[src/rtl/mem_access_pkg.sv]
// mem_access_pkg: size codes, FSM states and byte-lane helpers shared by mem_access_unit.
package mem_access_pkg;
    localparam logic [1:0] SZ_BYTE = 2'b00;
    localparam logic [1:0] SZ_HALF = 2'b01;
    localparam logic [1:0] SZ_WORD = 2'b10;

    typedef enum logic [1:0] {IDLE, ACCESS, MERGE, RESP} state_t;

    // Bit offset of the addressed lane; words are always aligned so they never shift.
    function automatic logic [4:0] lane_shift(input logic [1:0] addr_lo, input logic [1:0] size);
        return size == SZ_HALF ? {addr_lo[1], 4'b0000} : size == SZ_BYTE ? {addr_lo, 3'b000} : 5'd0;
    endfunction

    function automatic logic [31:0] lane_extract(input logic [31:0] word, input logic [1:0] addr_lo,
                                                 input logic [1:0] size, input logic sgn);
        logic [31:0] sh;
        sh = word >> lane_shift(addr_lo, size);
        return size == SZ_BYTE ? {{24{sgn & sh[7]}}, sh[7:0]} :
               size == SZ_HALF ? {{16{sgn & sh[15]}}, sh[15:0]} : sh;
    endfunction

    function automatic logic [31:0] lane_merge(input logic [31:0] old, input logic [31:0] wdata,
                                               input logic [1:0] addr_lo, input logic [1:0] size);
        logic [31:0] m;
        logic [4:0] sh;
        sh = lane_shift(addr_lo, size);
        m = size == SZ_BYTE ? 32'h0000_00FF : size == SZ_HALF ? 32'h0000_FFFF : 32'hFFFF_FFFF;
        return (old & ~(m << sh)) | ((wdata & m) << sh);
    endfunction
endpackage

[src/rtl/mem_lane_align.sv]
// mem_lane_align: combinational little-endian lane extract (loads) and merge (sub-word RMW stores).
module mem_lane_align
    import mem_access_pkg::*;
(
    input  logic [31:0] word,
    input  logic [31:0] old,
    input  logic [31:0] wdata,
    input  logic [1:0]  addr_lo,
    input  logic [1:0]  size,
    input  logic        sgn,
    output logic [31:0] ext,
    output logic [31:0] merged
);
    assign ext    = lane_extract(word, addr_lo, size, sgn);
    assign merged = lane_merge(old, wdata, addr_lo, size);
endmodule

[src/rtl/mem_access_unit.sv]
// mem_access_unit: byte-addressed load/store front-end to a word RAM with sub-word RMW stores.
// Optional MEM_ACCESS_STATS_EN adds saturating load/store/error counters.
module mem_access_unit
    import mem_access_pkg::*;
#(
    parameter int DEPTH_WORDS = 32,
    parameter int DATA_W      = 32
) (
    input  logic              clk,
    input  logic              rst,
    input  logic              req_valid,
    output logic              req_ready,
    input  logic              req_write,
    input  logic [1:0]        req_size,
    input  logic              req_signed,
    input  logic [31:0]       req_addr,
    input  logic [DATA_W-1:0] req_wdata,
    output logic              rsp_valid,
    output logic [DATA_W-1:0] rsp_rdata,
    output logic              rsp_error,
    output logic              mem_read,
    output logic              mem_write,
    output logic [31:0]       mem_addr,
    output logic [DATA_W-1:0] mem_wdata,
    input  logic [DATA_W-1:0] mem_rdata
`ifdef MEM_ACCESS_STATS_EN
   ,output logic [15:0]       stat_loads,
    output logic [15:0]       stat_stores,
    output logic [15:0]       stat_errors
`endif
);
    localparam logic [29:0] DEPTH_IDX = 30'(DEPTH_WORDS);

    state_t state, state_d;
    logic [31:0] addr_q;
    logic [1:0] size_q;
    logic write_q, signed_q, err_q;
    logic [DATA_W-1:0] wdata_q, data_q, ext, merged;
    logic req_err, sub_store;

    assign req_err = req_size == 2'b11 || (req_size == SZ_HALF && req_addr[0]) ||
                     (req_size == SZ_WORD && req_addr[1:0] != 2'b00) || req_addr[31:2] >= DEPTH_IDX;
    assign sub_store = write_q && size_q != SZ_WORD;

    always_ff @(posedge clk or negedge rst)
        if (!rst) state <= IDLE;
        else state <= state_d;

    always_comb begin
        state_d = state;
        case (state)
            IDLE:    state_d = req_valid ? (req_err ? RESP : ACCESS) : IDLE;
            ACCESS:  state_d = sub_store ? MERGE : RESP;
            MERGE:   state_d = RESP;
            default: state_d = IDLE;
        endcase
    end

    // data_q holds the extracted load lane, or the old word for a sub-word store.
    always_ff @(posedge clk or negedge rst)
        if (!rst) begin
            addr_q   <= '0;
            size_q   <= '0;
            write_q  <= 1'b0;
            signed_q <= 1'b0;
            err_q    <= 1'b0;
            wdata_q  <= '0;
            data_q   <= '0;
        end else begin
            if (state == IDLE && req_valid) begin
                addr_q   <= req_addr;
                size_q   <= req_size;
                write_q  <= req_write;
                signed_q <= req_signed;
                err_q    <= req_err;
                wdata_q  <= req_wdata;
            end
            if (state == ACCESS) data_q <= sub_store ? mem_rdata : ext;
        end

    mem_lane_align u_align (
        .word    (mem_rdata),
        .old     (data_q),
        .wdata   (wdata_q),
        .addr_lo (addr_q[1:0]),
        .size    (size_q),
        .sgn     (signed_q),
        .ext     (ext),
        .merged  (merged)
    );

    assign req_ready = state == IDLE;
    assign rsp_valid = state == RESP;
    assign rsp_rdata = (rsp_valid && !write_q && !err_q) ? data_q : '0;
    assign rsp_error = rsp_valid && err_q;
    assign mem_read  = state == ACCESS && (!write_q || sub_store);
    assign mem_write = (state == ACCESS && write_q && !sub_store) || state == MERGE;
    assign mem_addr  = {2'b00, addr_q[31:2]};
    assign mem_wdata = state == MERGE ? merged : (state == ACCESS && write_q) ? wdata_q : '0;

`ifdef MEM_ACCESS_STATS_EN
    always_ff @(posedge clk or negedge rst)
        if (!rst) begin
            stat_loads  <= '0;
            stat_stores <= '0;
            stat_errors <= '0;
        end else if (state == RESP) begin
            if (err_q) stat_errors <= stat_errors + 16'(stat_errors != 16'hFFFF);
            else if (write_q) stat_stores <= stat_stores + 16'(stat_stores != 16'hFFFF);
            else stat_loads <= stat_loads + 16'(stat_loads != 16'hFFFF);
        end
`endif
endmodule

[config.mk]
export PLATFORM = sky130hd
export DESIGN_NAME = mem_access_unit
export DESIGN_NICKNAME = d
export VERILOG_FILES = /design/src/rtl/mem_access_pkg.sv /design/src/rtl/mem_lane_align.sv /design/src/rtl/mem_access_unit.sv
export SDC_FILE = /design/constraint.sdc
export NUM_CORES = 1
export LEC_CHECK = 0
export CORE_UTILIZATION = 35
export DETAILED_ROUTE_END_ITERATION = 7
export SYNTH_ARGS = -nofsm -noshare
export SYNTH_HDL_FRONTEND = slang
export SYNTH_SLANG_ARGS = --single-unit
[constraint.sdc]
create_clock -name clk -period 2.92 [get_ports clk]
set_input_delay 0.438 -clock clk [delete_from_list [all_inputs] [get_ports clk]]
set_output_delay 0.438 -clock clk [all_outputs]
set_load 0.02 [all_outputs]
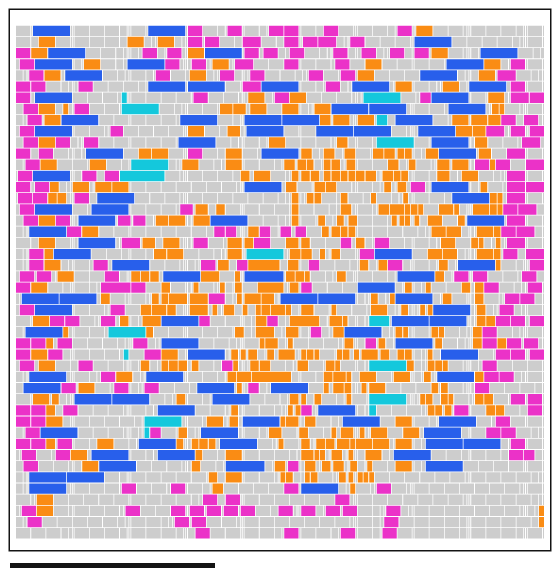
Figure 1: run 1, placed cells, one colour a class.
Scale bar: 50 um. Fill, decap, tap and diode cells in grey.
legend:
  registers:
    colour: blue
    cells: 103
  clock drivers and dummy loads:
    colour: cyan
    cells: 16
  remaining logic cells:
    colour: orange
    cells: 399
  remaining buffers and delay cells:
    colour: magenta
    cells: 224

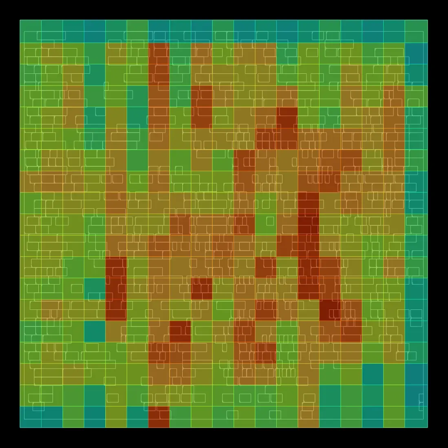
Figure 2: run 1, routing congestion.
GR Layer Usage met2: 0.3707
Global Route met1 Usage: 0.2964
detail-routed net length per standard cell: 20.25 um
GRT Resource Usage Total: 0.2293
fraction of the core area covered by cells at the end of the flow: 0.5157

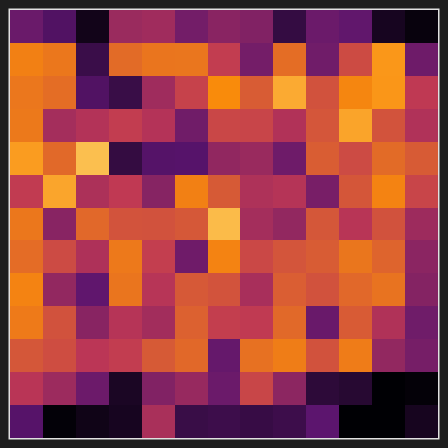
Figure 3: run 1, placement density heat map.
13 x 13 tiles, from black (low) to pale yellow (high), 0 to 100% covered.
nearly empty tiles: 3.0%
mean over tiles: 47%
emptiest ninth of the die: bottom right
tiles over 75% full: 4.7%
fullest tile: 86%

[run 1: per-stage QoR]
step | total power [mW] | hold WS [ns] | area [sq um] | utilization | setup slack (ns)
CTS | 9.909 | 0.2002 | 8247 | 0.5117 | 0.01317
floorplan | 6.453 | 0.1424 | 5878 | - | 0.4957
finish | 9.843 | 0.1617 | 8310 | 0.5157 | 0.1146
global placement | 8.565 | 0.4886 | 7948 | 0.4932 | 0.3502
detailed placement | 8.656 | 0.4940 | 7948 | 0.4932 | 0.3381
global route | 10.46 | 0.2342 | 8310 | 0.5157 | 0.003304
[run 1: critical path: cells and delay by family (launching register included)]
| kind | cells | cell delay [ns] |
|---|---|---|
| compound gates | 4 | 0.69 |
| simple gates | 1 | 0.32 |
| flops | 1 | 0.48 |
| buf+inv | 1 | 0.54 |
[run 1: registers in the layout, indices dropped and copies added (netlist names)]
signal and flops:
data_q 32, state 2, addr_q 32, size_q 2, err_q 1, signed_q 1
wdata_q 32, write_q 1
[run 1: timing repair]
action / in CTS / in global routing
endpoints found under the setup margin: 18 / 30
resized: 10 / 27
gates cloned: 0 / 0
[run 1: kinds of logic (layout without fill, tap and decap cells)]
group	Yosys count	after routing	share of synthesized area
DFF	103	103	0.4388
muxes	93	93	0.1761
adders and majority gates	4	4	0.008520
AOI/OAI and AO/OA	164	164	0.1930
buffers and inverters	84	252	0.07625
other	1	2	0.0006384
and+or+nand+nor	124	124	0.1067
[run 1: area by class of cell]
| cell class | instances | share of cell area |
|---|---|---|
| Clock inverter | 3 | 0.005119 |
| Timing Repair Buffer | 224 | 0.2709 |
| Tap cell | 216 | 0.03252 |
| Inverter | 12 | 0.005420 |
| Sequential cell | 103 | 0.3104 |
| Clock buffer | 13 | 0.03011 |
| Multi-Input combinational cell | 387 | 0.3455 |
==> flow_metrics.tcl, run 1 <==
# collected from the flow reports
set metrics [dict create \
    status "finished, final reports clean" \
    topCellsByArea "dfrtp_1, mux2_2, buf_4" \
    finish_stage_setup_viols 0 \
    mostFrequentLayoutCell "clkdlybuf4s50_1" \
    finalSetupTns_ns 0 \
    worst-slew-pin-transition_ns 0.9327 \
    ys_cells 573 \
    antenna_cells 0 \
    clk-power_mw 1.22 \
    largest_net_degree_at_the_start_of_global_routing 71 \
    power.net_switching_mw 4.217 \
    wl_met1_um 8438 \
    report.final.hold_viol_count 0 \
    data_required_time_at_the_worst_endpoint_ns 2.48 \
    slew_headroom 0.3729 \
    ys_top_cells_by_count "dfrtp_1, mux2_2, o21ai_0" \
    area_leader_netlist "dfrtp_1" \
    irDropWorstVdd_v 0.0005560 \
    crit_path_max_incr_delay_ns 0.54 \
    p_int_mw 5.626 \
    global_route.peak_usage_layer "met2" \
    power_leakage_nw 3.703 \
    route.detailed.drc 0 \
    floorplan.core_util 0.3645 \
    routed_wl_um 19400 \
    tool_warnings 29 \
    fill_cells 1483 \
    tritoncts "yes" \
    synth-edff-count 0 \
    max_clock_freq_ghz 0.3565 \
    grt_pass1_wl_um 30480 \
    placeableCoreArea_sq_um 16120 \
    critPathLaunch "size_q[1]$_DFFE_PN0P_" \
    detail_route.iter0.violations 319 \
    synth_seq_share 0.4388 \
    synth-main-ff-cell "dfrtp_1" \
    yosys_register_bits 103 \
    cts_sinks 103 \
    detailroute.via_count 5067 \
    endpoint_kind "output port" \
    first_global_vias 5209 \
    power_leader "combinational logic" \
    die_h_um 131.6 \
    antenna_found_initial 0 \
    slowest_stage "clkdlybuf4s50_1" \
    p_seq_mw 2.96 \
    grt.met3_usage 0.06327 \
    reg2reg_to "data_q[31]$_DFFE_PN0P_" \
    unrepaired_setup_endpoints_after_global_routing "no" \
    routabilityCongestion 0.8440 \
    worst_setup_path_endpoint "mem_wdata[13]" \
    clkSlewWorstSetupHoldPaths_ns 0.07 \
    r2r_setup_slack_ns 0.35 \
    power-per-cell-area_nw_per_um2 1184 \
    layout_top_cells_excl_fill_tap "clkdlybuf4s50_1, dfrtp_1, mux2_2" \
    met2_length_um 9043 \
    placement.io_buffers 201 \
    post_cts_hold_buffer_count 0 \
    mappedNetlistArea_sq_um 5874 \
    die.size.x_um 131.6 \
    cts_buffers 9 \
    finalNonFillerCells 958 \
]
==> run 2: changes to the inputs <==
PLACE_DENSITY = 0.62   (was not set)
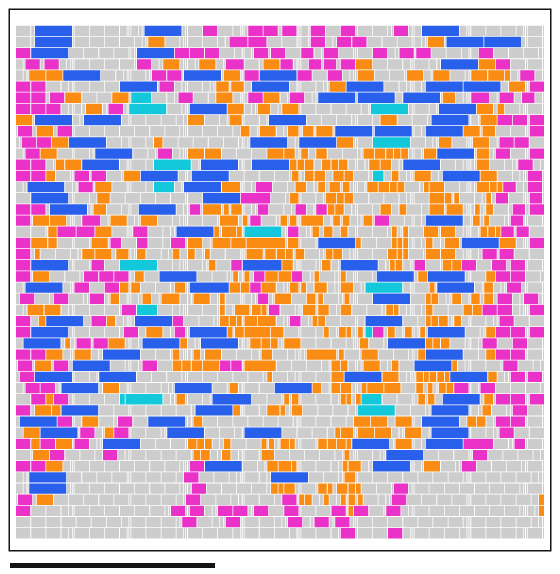
Figure 4: run 2, placed cells, one colour a class.
Scale bar: 50 um. Fill, decap, tap and diode cells in grey.
legend:
  registers:
    colour: blue
    cells: 103
  remaining logic cells:
    colour: orange
    cells: 399
  remaining buffers and delay cells:
    colour: magenta
    cells: 225
  clock drivers and dummy loads:
    colour: cyan
    cells: 16

==> run 2 against run 1 <==
  * Sequential share of layout area up 0.057 points
  * Clock power about the same
  * Global-route usage up 0.87 points
  * Critical path type unchanged
  * Largest power group unchanged
==> flow_metrics.tcl, run 2 <==
# collected from the flow reports
set metrics [dict create \
    status "finished, final reports clean" \
    tool_warnings 30 \
    area_leader_netlist "dfrtp_1" \
    worst-setup-path-type "reg -> out" \
    irDropWorstVdd_v 0.0006081 \
    regToRegStartpoint "size_q[0]$_DFFE_PN0P_" \
    largest_net_degree_at_the_start_of_global_routing 58 \
    mappedNetlistArea_sq_um 5874 \
    routabilityCongestion 0.8535 \
    die.size.x_um 131.6 \
    max_clock_freq_ghz 0.3539 \
    antenna_found_initial 0 \
    critical-path-top-delay-family "buffers and inverters" \
    detail_route.iter0.violations 262 \
    h-tree-depth 3 \
    ys_top_cells_by_count "dfrtp_1, mux2_2, o21ai_0" \
    logic_area_sq_um 2887 \
    min_path_type "in -> async" \
    layout_top_cells_excl_fill_tap "clkdlybuf4s50_1, dfrtp_1, mux2_2" \
    power-per-cell-area_nw_per_um2 1190 \
    area_delta_synth_final_pct 41.28 \
    warning_count_from_the_yosys_run 0 \
    finish_stage_setup_viols 0 \
    slowest_stage "clkdlybuf4s50_1" \
    routed_wl_um 20260 \
    report.final.hold_viol_count 0 \
    yosys_register_bits 103 \
    cts_sinks 103 \
    startpoint_kind_of_the_worst_setup_timing_path "flip-flop" \
    worst_hold_slack_ns 0.1017 \
    yosysUniqueCellTypes 48 \
    ys_cells 573 \
    worst-slew-pin-transition_ns 0.6586 \
    post_cts_hold_buffer_count 0 \
    detailroute.via_count 5144 \
    crit_fanout 16 \
    design.die.area_sq_um 17310 \
    synth.top_cell.area_share 0.4388 \
    data_required_time_at_the_worst_endpoint_ns 2.48 \
    p_int_mw 5.602 \
    synth-edff-count 0 \
    fill_cells 1484 \
    cts_buffers 9 \
    worst_setup_path_endpoint "mem_wdata[27]" \
    floorplan.rows 46 \
    slew_headroom 0.5610 \
    finalSetupTns_ns 0 \
    mostFrequentLayoutCell "clkdlybuf4s50_1" \
    floorplan.core_util 0.3645 \
    post_synth.cell_area_avg_sq_um 10.25 \
    tritoncts "yes" \
    power_leakage_nw 3.542 \
    worst_r2r_path_depth 6 \
    grt_pass1_wl_um 31430 \
    r2r_setup_slack_ns 0.33 \
    route.detailed.drc 0 \
    placeableCoreArea_sq_um 16120 \
    crit_path_max_incr_delay_ns 0.54 \
    netlist.top_cell.by_instances "dfrtp_1" \
    first_global_vias 5464 \
    biggestRegsByFlops "addr_q x32, data_q x32, wdata_q x32" \
    post_synth_inst_count 573 \
    nNetsFinal 845 \
    top_level_ports 204 \
    cp_num_buf_inv 3 \
    regArea_sq_um 2581 \
    critPathLaunch "state[0]$_DFF_PN0_" \
    clock-skew-final_ns 0.007441 \
    firstDrtPassIters 5 \
    final.min_clock_period_ns 2.826 \
    cts_setup_buffers 0 \
    reg2reg_to "data_q[15]$_DFFE_PN0P_" \
    routed_wire_length_per_instance_um 21.12 \
    placement.io_buffers 201 \
    critical_path.cell_chain "inv_1 -> ha_1 -> nor2_1 -> buf_4 -> a21o_4 -> a22o_1 -> clkdlybuf4s50_1" \
    power.net_switching_mw 4.272 \
    max_cap_violations 0 \
    path_depth 7 \
    endpoint_kind "output port" \
    unrepaired_setup_endpoints_after_global_routing "no" \
    antenna_cells 0 \
    topCellsByArea "dfrtp_1, mux2_2, buf_4" \
    die_h_um 131.6 \
    tally_of_nets_with_antenna_violations_remaining_after_routing 0 \
    synth-main-ff-cell "dfrtp_1" \
    synth_seq_share 0.4388 \
    clkSlewWorstSetupHoldPaths_ns 0.07 \
]
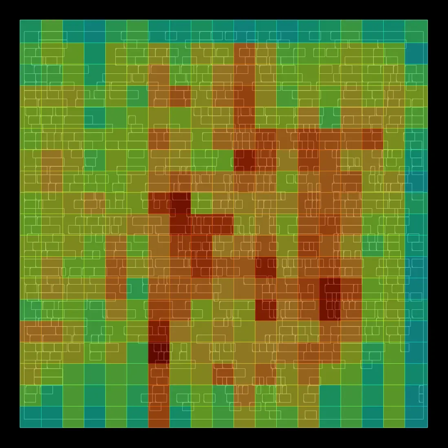
Figure 5: run 2, routing congestion.
Global Route met1 Usage: 0.2953
global-route track usage on met3: 0.06790
GR Layer Usage met2: 0.3851
GRT Resource Usage Total: 0.2380

[run 2: layer usage]
metal | track usage | up-vias | share of wire
li1 | - | 2373 | -
met1 | 0.2953 | 2482 | 0.42
met2 | 0.3851 | 254 | 0.47
met3 | 0.06790 | 35 | 0.087
met4 | 0.1014 | 0 | 0.027
met5 | 0 | - | 0
[run 2: repair_timing]
item,CTS,global route
endpoints found under the setup margin,32,18
cloned,0,0
resized,21,13
[run 2: area by class of cell]
cell class,instances,share of cell area
Sequential cell,103,0.3110
Multi-Input combinational cell,387,0.3478
Inverter,12,0.005427
Clock inverter,2,0.001508
Timing Repair Buffer,225,0.2675
Clock buffer,14,0.03422
Tap cell,216,0.03256
[run 2: power by group through the flow]
stage / combinational, mW / clock, mW / sequential (mW)
after detailed placement: 5.76 / 0 / 2.96
after global placement: 5.66 / 0 / 2.94
after floorplan: 3.91 / 0 / 2.54
after CTS: 5.72 / 1.23 / 2.95
after global routing: 6.14 / 1.29 / 3.05
final: 5.70 / 1.20 / 2.97
[run 2: through the flow]
step / std cells / worst slack (ns) / area (sq um) / utilization / power [mW]
finish: 959 / 0.09409 / 8299 / 0.5150 / 9.874
CTS: 959 / -0.005641 / 8269 / 0.5131 / 9.899
detailed placement: 943 / 0.1312 / 7968 / 0.4944 / 8.720
global route: 959 / 0.001280 / 8299 / 0.5150 / 10.48
floorplan: 574 / 0.4957 / 5878 / - / 6.453
global placement: 943 / 0.2799 / 7968 / 0.4944 / 8.606
[run 2: logic make-up after synthesis]
kind of cell,after synthesis,synth area share
flops,103,0.4388
other cells,1,0.0006384
buf+inv,84,0.07625
simple gates,124,0.1067
mux,93,0.1761
fa+ha+maj,4,0.008520
compound gates,164,0.1930
==> run 3: changes to the inputs <==
GPL_TIMING_DRIVEN = 1   (was not set)
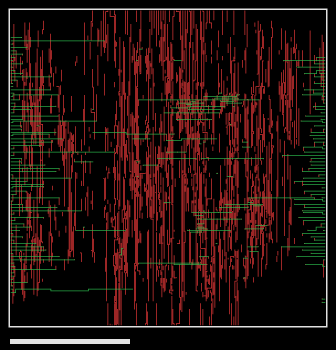
Figure 6: run 3, wiring by layer.
Scale bar: 50 um. Only two layers are drawn.
legend:
  M3:
    colour: green
    wire_length: 1750 um
  M2:
    colour: red
    wire_length: 9450 um

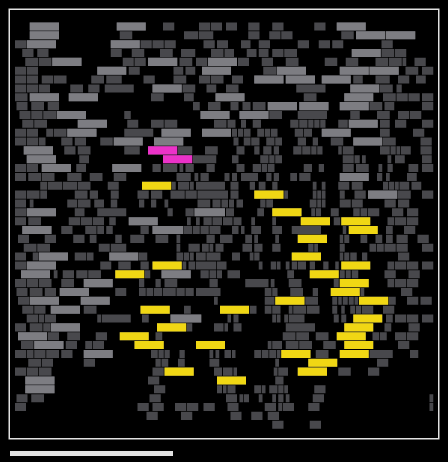
Figure 7: run 3, sequential cells coloured by netlist name.
Scale bar: 50 um.
legend:
  state:
    colour: magenta
    flops: 2
  data_q:
    colour: yellow
    flops: 32

==> run 3 against run 2 <==
  * Core utilization unchanged
  * Total power unchanged
  * First-iteration DRC count did not move
  * Die area is the same
  * Maximum frequency unchanged
  * Non-clock buffer count did not move
  * Sequential share of layout area is the same
  * Critical endpoint unchanged
  * Largest power group unchanged
==> flow_metrics.tcl, run 3 <==
# collected from the flow reports
set metrics [dict create \
    area_leader_netlist "dfrtp_1" \
    finalSetupTns_ns 0 \
    unrepaired_setup_endpoints_after_global_routing "no" \
    topCellsByArea "dfrtp_1, mux2_2, buf_4" \
    clock-skew-final_ns 0.007441 \
    synth.top_cell.area_share 0.4388 \
    antenna_cells 0 \
    slew_headroom 0.5610 \
    p_seq_mw 2.97 \
    power.net_switching_mw 4.272 \
    route.detailed.drc 0 \
    crit_fanout 16 \
    worst_hold_slack_ns 0.1017 \
    synth_seq_share 0.4388 \
    cts_sinks 103 \
    placeableCoreArea_sq_um 16120 \
    design.die.area_sq_um 17310 \
    place_worst_setup_slack_ns 0.1312 \
    cts_setup_buffers 0 \
    startpoint_kind_of_the_worst_setup_timing_path "flip-flop" \
    synth-main-ff-cell "dfrtp_1" \
    cts_repair_resize_count 21 \
    mostFrequentLayoutCell "clkdlybuf4s50_1" \
    power_leader "combinational logic" \
    p_int_mw 5.602 \
    min_path_type "in -> async" \
    yosys_register_bits 103 \
    routed_wl_um 20260 \
    yosysUniqueCellTypes 48 \
    firstDrtPassIters 5 \
    largest_net_degree_at_the_start_of_global_routing 58 \
    r2r_setup_slack_ns 0.33 \
    data_required_time_at_the_worst_endpoint_ns 2.48 \
    h-tree-depth 3 \
    cts_buffers 9 \
    biggestRegsByFlops "addr_q x32, data_q x32, wdata_q x32" \
    layout_top_cells_excl_fill_tap "clkdlybuf4s50_1, dfrtp_1, mux2_2" \
    worst-slew-pin-transition_ns 0.6586 \
    tool_warnings 30 \
    post_synth_inst_count 573 \
    dp_cells 943 \
    regToRegStartpoint "size_q[0]$_DFFE_PN0P_" \
    grt_pass1_wl_um 31430 \
    clkSlewWorstSetupHoldPaths_ns 0.07 \
    share_of_total_power_in_combinational_logic 0.577 \
    mappedNetlistArea_sq_um 5874 \
    reg2reg_to "data_q[15]$_DFFE_PN0P_" \
    nNetsFinal 845 \
    area_delta_synth_final_pct 41.28 \
    ys_top_cells_by_count "dfrtp_1, mux2_2, o21ai_0" \
    tally_of_nets_with_antenna_violations_remaining_after_routing 0 \
    irDropWorstVdd_v 0.0006081 \
    synth-edff-count 0 \
    final.min_clock_period_ns 2.826 \
    routabilityCongestion 0.8535 \
    max_cap_violations 0 \
    critPathLaunch "state[0]$_DFF_PN0_" \
    finalNonFillerCells 959 \
    grtUsageTotal 0.2380 \
    layout_setup_ws_ns 0.09409 \
    report.final.hold_viol_count 0 \
    first_global_vias 5464 \
    power-per-cell-area_nw_per_um2 1190 \
    status "finished, final reports clean" \
    power_combinational_mw 5.70 \
    detailroute.via_count 5144 \
    floorplan.rows 46 \
    max_clock_freq_ghz 0.3539 \
    clk-power_mw 1.20 \
    netlist.top_cell.by_instances "dfrtp_1" \
    ys_cells 573 \
]
==> run 3: metrics by stage <==
stage / util / area, sq um / power, mW
global route: 0.5150 / 8299 / 10.48
floorplan: - / 5878 / 6.453
detailed placement: 0.4944 / 7968 / 8.720
global placement: 0.4944 / 7968 / 8.606
finish: 0.5150 / 8299 / 9.874
CTS: 0.5131 / 8269 / 9.899
==> run 3: worst max path at each step <==
stage                     slack [ns]       endpoint
after floorplan                 0.50  mem_wdata[16]
after detailed placement        0.13  mem_wdata[20]
final                           0.09  mem_wdata[27]
after global routing           0.001  rsp_rdata[10]
after CTS                     -0.006  mem_wdata[15]
after global placement          0.28  mem_wdata[25]
==> run 3: worst max-delay path, cell delays in order, from the launching register on <==
cell,delay [ns]
dfrtp_1,0.41
inv_1,0.09
ha_1,0.25
nor2_1,0.08
buf_4,0.16
a21o_4,0.26
a22o_1,0.26
clkdlybuf4s50_1,0.54
==> run 3: layout make-up <==
cell class / instances / area, sq um
Clock buffer: 14 / 284.0
Clock inverter: 2 / 12.51
Fill cell: 1484 / 7816
Inverter: 12 / 45.04
Multi-Input combinational cell: 387 / 2887
Sequential cell: 103 / 2581
Tap cell: 216 / 270.3
Timing Repair Buffer: 225 / 2220
==> run 3: logic make-up after synthesis <==
| kind of cell | Yosys count | share of synthesized area |
|---|---|---|
| AOI/OAI and AO/OA | 164 | 0.1930 |
| and+or+nand+nor | 124 | 0.1067 |
| DFF | 103 | 0.4388 |
| muxes | 93 | 0.1761 |
| buffers and inverters | 84 | 0.07625 |
| adders and majority gates | 4 | 0.008520 |
| other | 1 | 0.0006384 |
==> run 3: routing by layer <==
metal  track usage  wire [um]  vias to the layer above
met5             0          0                        -
met4        0.1014        537                        0
met3       0.06790       1753                       35
met2        0.3851       9447                      254
met1        0.2953       8518                     2482
li1              -          -                     2373
Power and IR drop assume default switching activity.
